===== src/rtl/axi_conf.sv =====
// AXI bundle definitions shared by the slave connector and its terminators.
// Widths, channel structs and response codes.
package axi_conf;

  localparam int ID_WIDTH   = 8;
  localparam int ADDR_WIDTH = 32;
  localparam int DATA_WIDTH = 64;
  localparam int STRB_WIDTH = DATA_WIDTH / 8;
  localparam int USER_WIDTH = 1;

  localparam logic [1:0] RESP_OKAY   = 2'b00;
  localparam logic [1:0] RESP_EXOKAY = 2'b01;
  localparam logic [1:0] RESP_SLVERR = 2'b10;
  localparam logic [1:0] RESP_DECERR = 2'b11;

  typedef struct packed {
    logic [ID_WIDTH-1:0]   id;
    logic [ADDR_WIDTH-1:0] addr;
    logic [7:0]            len;
    logic [2:0]            size;
    logic [1:0]            burst;
    logic                  lock;
    logic [3:0]            cache;
    logic [2:0]            prot;
    logic [3:0]            qos;
    logic [3:0]            region;
    logic [USER_WIDTH-1:0] user;
  } ax_chan_t;

  typedef struct packed {
    logic [DATA_WIDTH-1:0] data;
    logic [STRB_WIDTH-1:0] strb;
    logic                  last;
    logic [USER_WIDTH-1:0] user;
  } w_chan_t;

  typedef struct packed {
    logic [ID_WIDTH-1:0]   id;
    logic [1:0]            resp;
    logic [USER_WIDTH-1:0] user;
  } b_chan_t;

  typedef struct packed {
    logic [ID_WIDTH-1:0]   id;
    logic [DATA_WIDTH-1:0] data;
    logic [1:0]            resp;
    logic                  last;
    logic [USER_WIDTH-1:0] user;
  } r_chan_t;

  typedef struct packed {
    ax_chan_t aw;
    logic     aw_valid;
    w_chan_t  w;
    logic     w_valid;
    logic     b_ready;
    ax_chan_t ar;
    logic     ar_valid;
    logic     r_ready;
  } req_t;

  typedef struct packed {
    logic    aw_ready;
    logic    ar_ready;
    logic    w_ready;
    logic    b_valid;
    b_chan_t b;
    logic    r_valid;
    r_chan_t r;
  } resp_t;

endpackage


===== src/rtl/axi_err_slave.sv =====
// Terminating AXI slave: swallows every transaction and answers with an
// error response. Independent single-outstanding read and write FSMs.
module axi_err_slave
  import axi_conf::*;
#(
  parameter logic [1:0]  RESP  = axi_conf::RESP_SLVERR,
  parameter logic [63:0] RDATA = 64'hDEAD_BEEF_DEAD_BEEF
) (
  input  logic  clk_i,
  input  logic  rst_i,
  input  req_t  axi_req_i,
  output resp_t axi_resp_o
);

  localparam logic [DATA_WIDTH-1:0] RDATA_W = DATA_WIDTH'(RDATA);

  typedef enum logic [1:0] {
    W_IDLE,
    W_DATA,
    W_RESP
  } w_state_e;

  typedef enum logic {
    R_IDLE,
    R_DATA
  } r_state_e;

  w_state_e            w_state, w_next;
  r_state_e            r_state, r_next;
  logic [ID_WIDTH-1:0] b_id;
  logic [ID_WIDTH-1:0] r_id;
  logic [7:0]          cnt;

  // Most request fields are intentionally ignored.
  logic unused_req;
  assign unused_req = ^axi_req_i;

  always_ff @(posedge clk_i or posedge rst_i) begin
    if (rst_i) begin
      w_state <= W_IDLE;
      r_state <= R_IDLE;
    end else begin
      w_state <= w_next;
      r_state <= r_next;
    end
  end

  always_ff @(posedge clk_i or posedge rst_i) begin
    if (rst_i) begin
      b_id <= '0;
      r_id <= '0;
      cnt  <= '0;
    end else begin
      if (w_state == W_IDLE && axi_req_i.aw_valid)
        b_id <= axi_req_i.aw.id;
      if (r_state == R_IDLE && axi_req_i.ar_valid) begin
        r_id <= axi_req_i.ar.id;
        cnt  <= axi_req_i.ar.len;
      end else if (r_state == R_DATA && axi_req_i.r_ready && cnt != 8'd0) begin
        cnt <= cnt - 8'd1;
      end
    end
  end

  always_comb begin
    w_next = w_state;
    unique case (w_state)
      W_IDLE: if (axi_req_i.aw_valid) w_next = W_DATA;
      W_DATA: if (axi_req_i.w_valid && axi_req_i.w.last) w_next = W_RESP;
      W_RESP: if (axi_req_i.b_ready) w_next = W_IDLE;
      default: w_next = W_IDLE;
    endcase
  end

  always_comb begin
    r_next = r_state;
    unique case (r_state)
      R_IDLE: if (axi_req_i.ar_valid) r_next = R_DATA;
      R_DATA: if (axi_req_i.r_ready && cnt == 8'd0) r_next = R_IDLE;
      default: r_next = R_IDLE;
    endcase
  end

  // Outputs depend on registered state only.
  always_comb begin
    axi_resp_o          = '0;
    axi_resp_o.aw_ready = (w_state == W_IDLE);
    axi_resp_o.w_ready  = (w_state == W_DATA);
    axi_resp_o.b_valid  = (w_state == W_RESP);
    axi_resp_o.b.id     = b_id;
    axi_resp_o.b.resp   = RESP;
    axi_resp_o.b.user   = '0;
    axi_resp_o.ar_ready = (r_state == R_IDLE);
    axi_resp_o.r_valid  = (r_state == R_DATA);
    axi_resp_o.r.id     = r_id;
    axi_resp_o.r.data   = RDATA_W;
    axi_resp_o.r.resp   = RESP;
    axi_resp_o.r.last   = (r_state == R_DATA) && (cnt == 8'd0);
    axi_resp_o.r.user   = '0;
  end

endmodule


===== config.mk =====
export PLATFORM = sky130hd
export DESIGN_NAME = axi_err_slave
export DESIGN_NICKNAME = d
export VERILOG_FILES = /design/src/rtl/axi_conf.sv /design/src/rtl/axi_err_slave.sv
export SDC_FILE = /design/constraint.sdc
export NUM_CORES = 1
export LEC_CHECK = 0
export CAP_MARGIN = 5
export CORE_AREA = 2 2 121 123
export DETAILED_ROUTE_END_ITERATION = 16
export DIE_AREA = 0 0 123 125
export SLEW_MARGIN = 20
export SYNTH_ARGS = -nofsm -noshare
export SYNTH_HDL_FRONTEND = slang
export SYNTH_SLANG_ARGS = --single-unit

===== constraint.sdc =====
create_clock -name clk_i -period 2.15 [get_ports clk_i]
set_clock_uncertainty 0.2 [all_clocks]
set_input_delay 0.43 -clock clk_i [delete_from_list [all_inputs] [get_ports clk_i]]
set_output_delay 0.43 -clock clk_i [all_outputs]
set_load 0.05 [all_outputs]

==> ci_impl_report.md, run 1 <==
### Flow metrics

| Metric | Value |
|---|---|
| TritonCTS Sinks | 27 |
| Clock buffer depth | 2 |
| Hold depth | 1 |
| Reg area | 675.6 um2 |
| Min Tclk post-route | 2.124 ns |
| Reg clk slew, reported paths | 0.07 ns |
| Crit path depth | 5 |
| Pre-Place Util | 12.76% |
| XOR-XNOR Cells, Area Fraction | 2.415% |
| Place WS | 0.01446 ns |
| H-Tree Level Count | 1 |
| Pint | 1.725 mW |
| Slew @ Worst Pin | 0.5066 ns |
| Post-cts gate resize count | 0 |
| Reg-to-Reg End | cnt[4] |
| Total congestion overflow | 0 |
| Most frequent cells in the layout | conb_1, clkdlybuf4s50_1, dfrtp_1, mux2_2, buf_4 |
| Met3 Use GR | 1.323% |
| Yosys Warn Count | 0 |
| Crit path DAT | 1.49 ns |
| Crit path largest cell delay | 0.43 ns |
| Number of flops mapped to enable cells by yosys | 0 |
| Power Total | 3.368 mW |
| First-pass DRT Iterations | 3 |
| Total track usage | 4.586% |
| Ys cells | 177 |
| Final HPWL DP | 2.764 mm |
| Outcome | finished clean |
| VDD IR max | 0.7462 mV |
| Setup violators final | 0 |
| Nonclk inv count | 5 |
| Seq area share | 27.49% |
Fig. 1: run 1, cells by drive strength
Scale: 4 px per um.
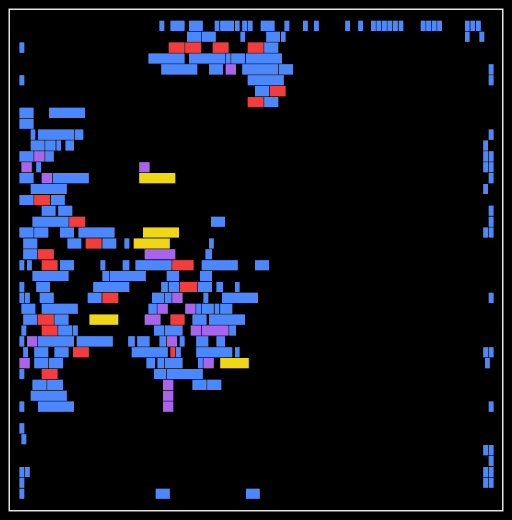
Key: yellow = x6 and larger [cells 5, share 2.1%]; red = x2 [cells 20, share 8.4%]; blue = x1 and smaller [cells 194, share 82%]; purple = x3 and x4 [cells 19, share 8.0%]
setup ws final: 0.02633 ns
bufs w/o clock: 64
Layout area overhead: 35.54%
Post-Layout Inst Area: 0.002457 mm2

Fig. 2: run 1, nets reached from selected ports
Scale: 2 px per um.
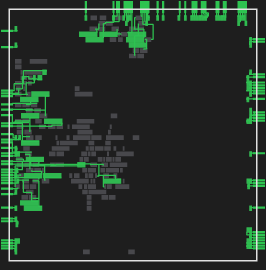
Key: green = `axi_resp_o` [direction output, end cells 92, wire 919 um]
Top Ports: 313
PortBufs: 53

Fig. 3: run 1, cell placement
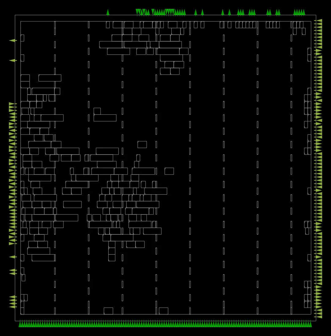
final instance count without filler cells: 422
Fillers: 1600
Core Box Area: 0.01420 mm2
Final Core Density: 17.30%

Fig. 4: run 1, selected gate families
Scale: 4 px per um.
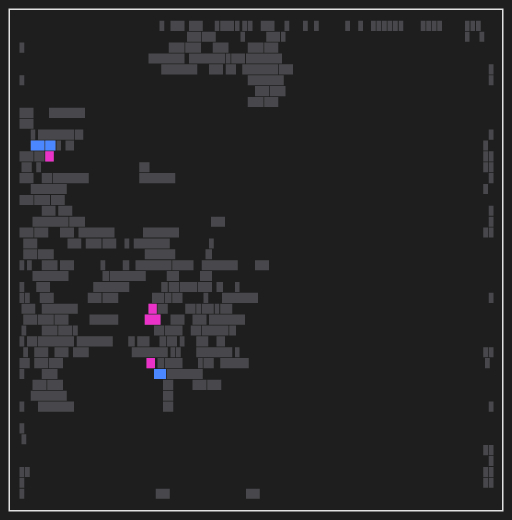

==> run 2, diff against run 1 <==
==> constraint.sdc (replaced) <==
create_clock -name clk_i -period 2.15 [get_ports clk_i]
set_clock_uncertainty 0.2 [all_clocks]
set_input_delay 0.43 -clock clk_i [delete_from_list [all_inputs] [get_ports clk_i]]
set_output_delay 0.43 -clock clk_i [all_outputs]
set_load 0.1 [all_outputs]
Fig. 5: run 2, selected gate families
Scale: 4 px per um.
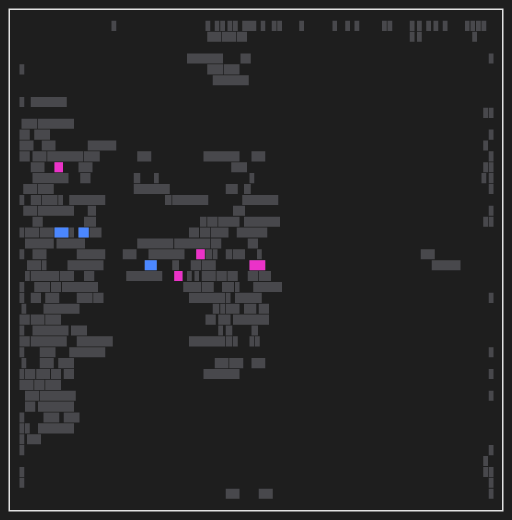
Key: magenta = and/or cells [cells 4]; blue = non-inverting ao/oa cells [cells 3]
final instance count without filler cells: 423
most frequent logic cell in the layout: conb_1
combinational share of cell area: 33.88%

Fig. 6: run 2, ports around the boundary
Scale: 4 px per um. Pins as bars across the die edge, other pins in gray.
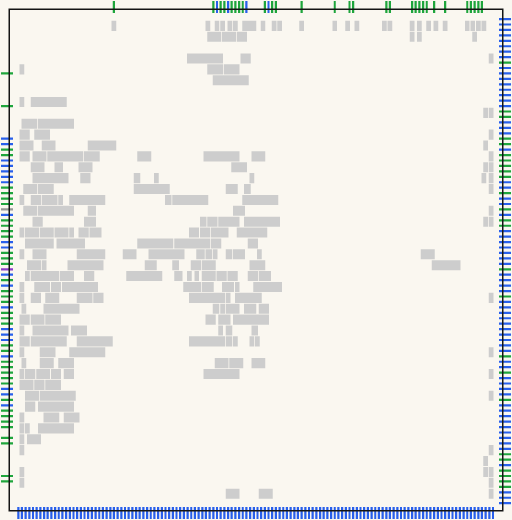
Key: blue = `axi_req_i` [pins 219, direction input, edge 130 bottom, 65 right, 20 left, 4 top]; green = `axi_resp_o` [pins 92, direction output, edge 38 left, 29 top, 25 right]; purple = `rst_i` [pins 1, direction input, edge left]
All pins by edge: 130 bottom, 90 right, 60 left, 33 top.

==> run 2 against run 1 <==
  * Global-route usage up 0.20 points
  * Largest cell class unchanged
  * Clock power is 2% lower
  * Worst hold slack lost 0.080 ns
  * Register-to-register slack better by 0.06 ns
  * First-iteration DRC count rose by 3.0%
  * Final cell count up 0.24%
  * Routed wire length increased by 4.8%
  * Via count is 2.1% higher
  * Utilization is 0.35 points higher
  * Synthesized cell count unchanged
  * Combinational power up 51%
  * Critical path type unchanged
  * Area after synthesis stayed put
==> ci_impl_report.md, run 2 <==
### Flow metrics

| Metric | Value |
|---|---|
| VDD IR max | 1.405 mV |
| XOR-XNOR Cells, Area Fraction | 2.415% |
| Power Total | 4.374 mW |
| Reg area | 675.6 um2 |
| Reg-to-Reg End | cnt[3] |
| Seq area share | 26.95% |
| Layout area overhead | 38.30% |
| Final Core Density | 17.65% |
| Core Box Area | 0.01420 mm2 |
| Pre-Place Util | 12.76% |
| TritonCTS Sinks | 27 |
| Clock buffer depth | 2 |
| H-Tree Level Count | 1 |
| Fillers | 1589 |
| Setup ws final | 0.06790 ns |
| Pint | 1.739 mW |
| Outcome | finished clean |
| Yosys Warn Count | 0 |
| Top Ports | 313 |
| Final HPWL DP | 3.112 mm |
| Post-Layout Inst Area | 0.002507 mm2 |
| Setup violators final | 0 |
| Post-cts gate resize count | 1 |
| Nonclk inv count | 5 |
| Total congestion overflow | 0 |
| Crit path DAT | 1.45 ns |
| Most frequent cells in the layout | conb_1, clkdlybuf4s50_1, dfrtp_1, buf_4, mux2_2 |
| Reg clk slew, reported paths | 0.07 ns |
| Bufs w/o clock | 65 |
No activity file was given, so power comes from the tool's default toggle rates.
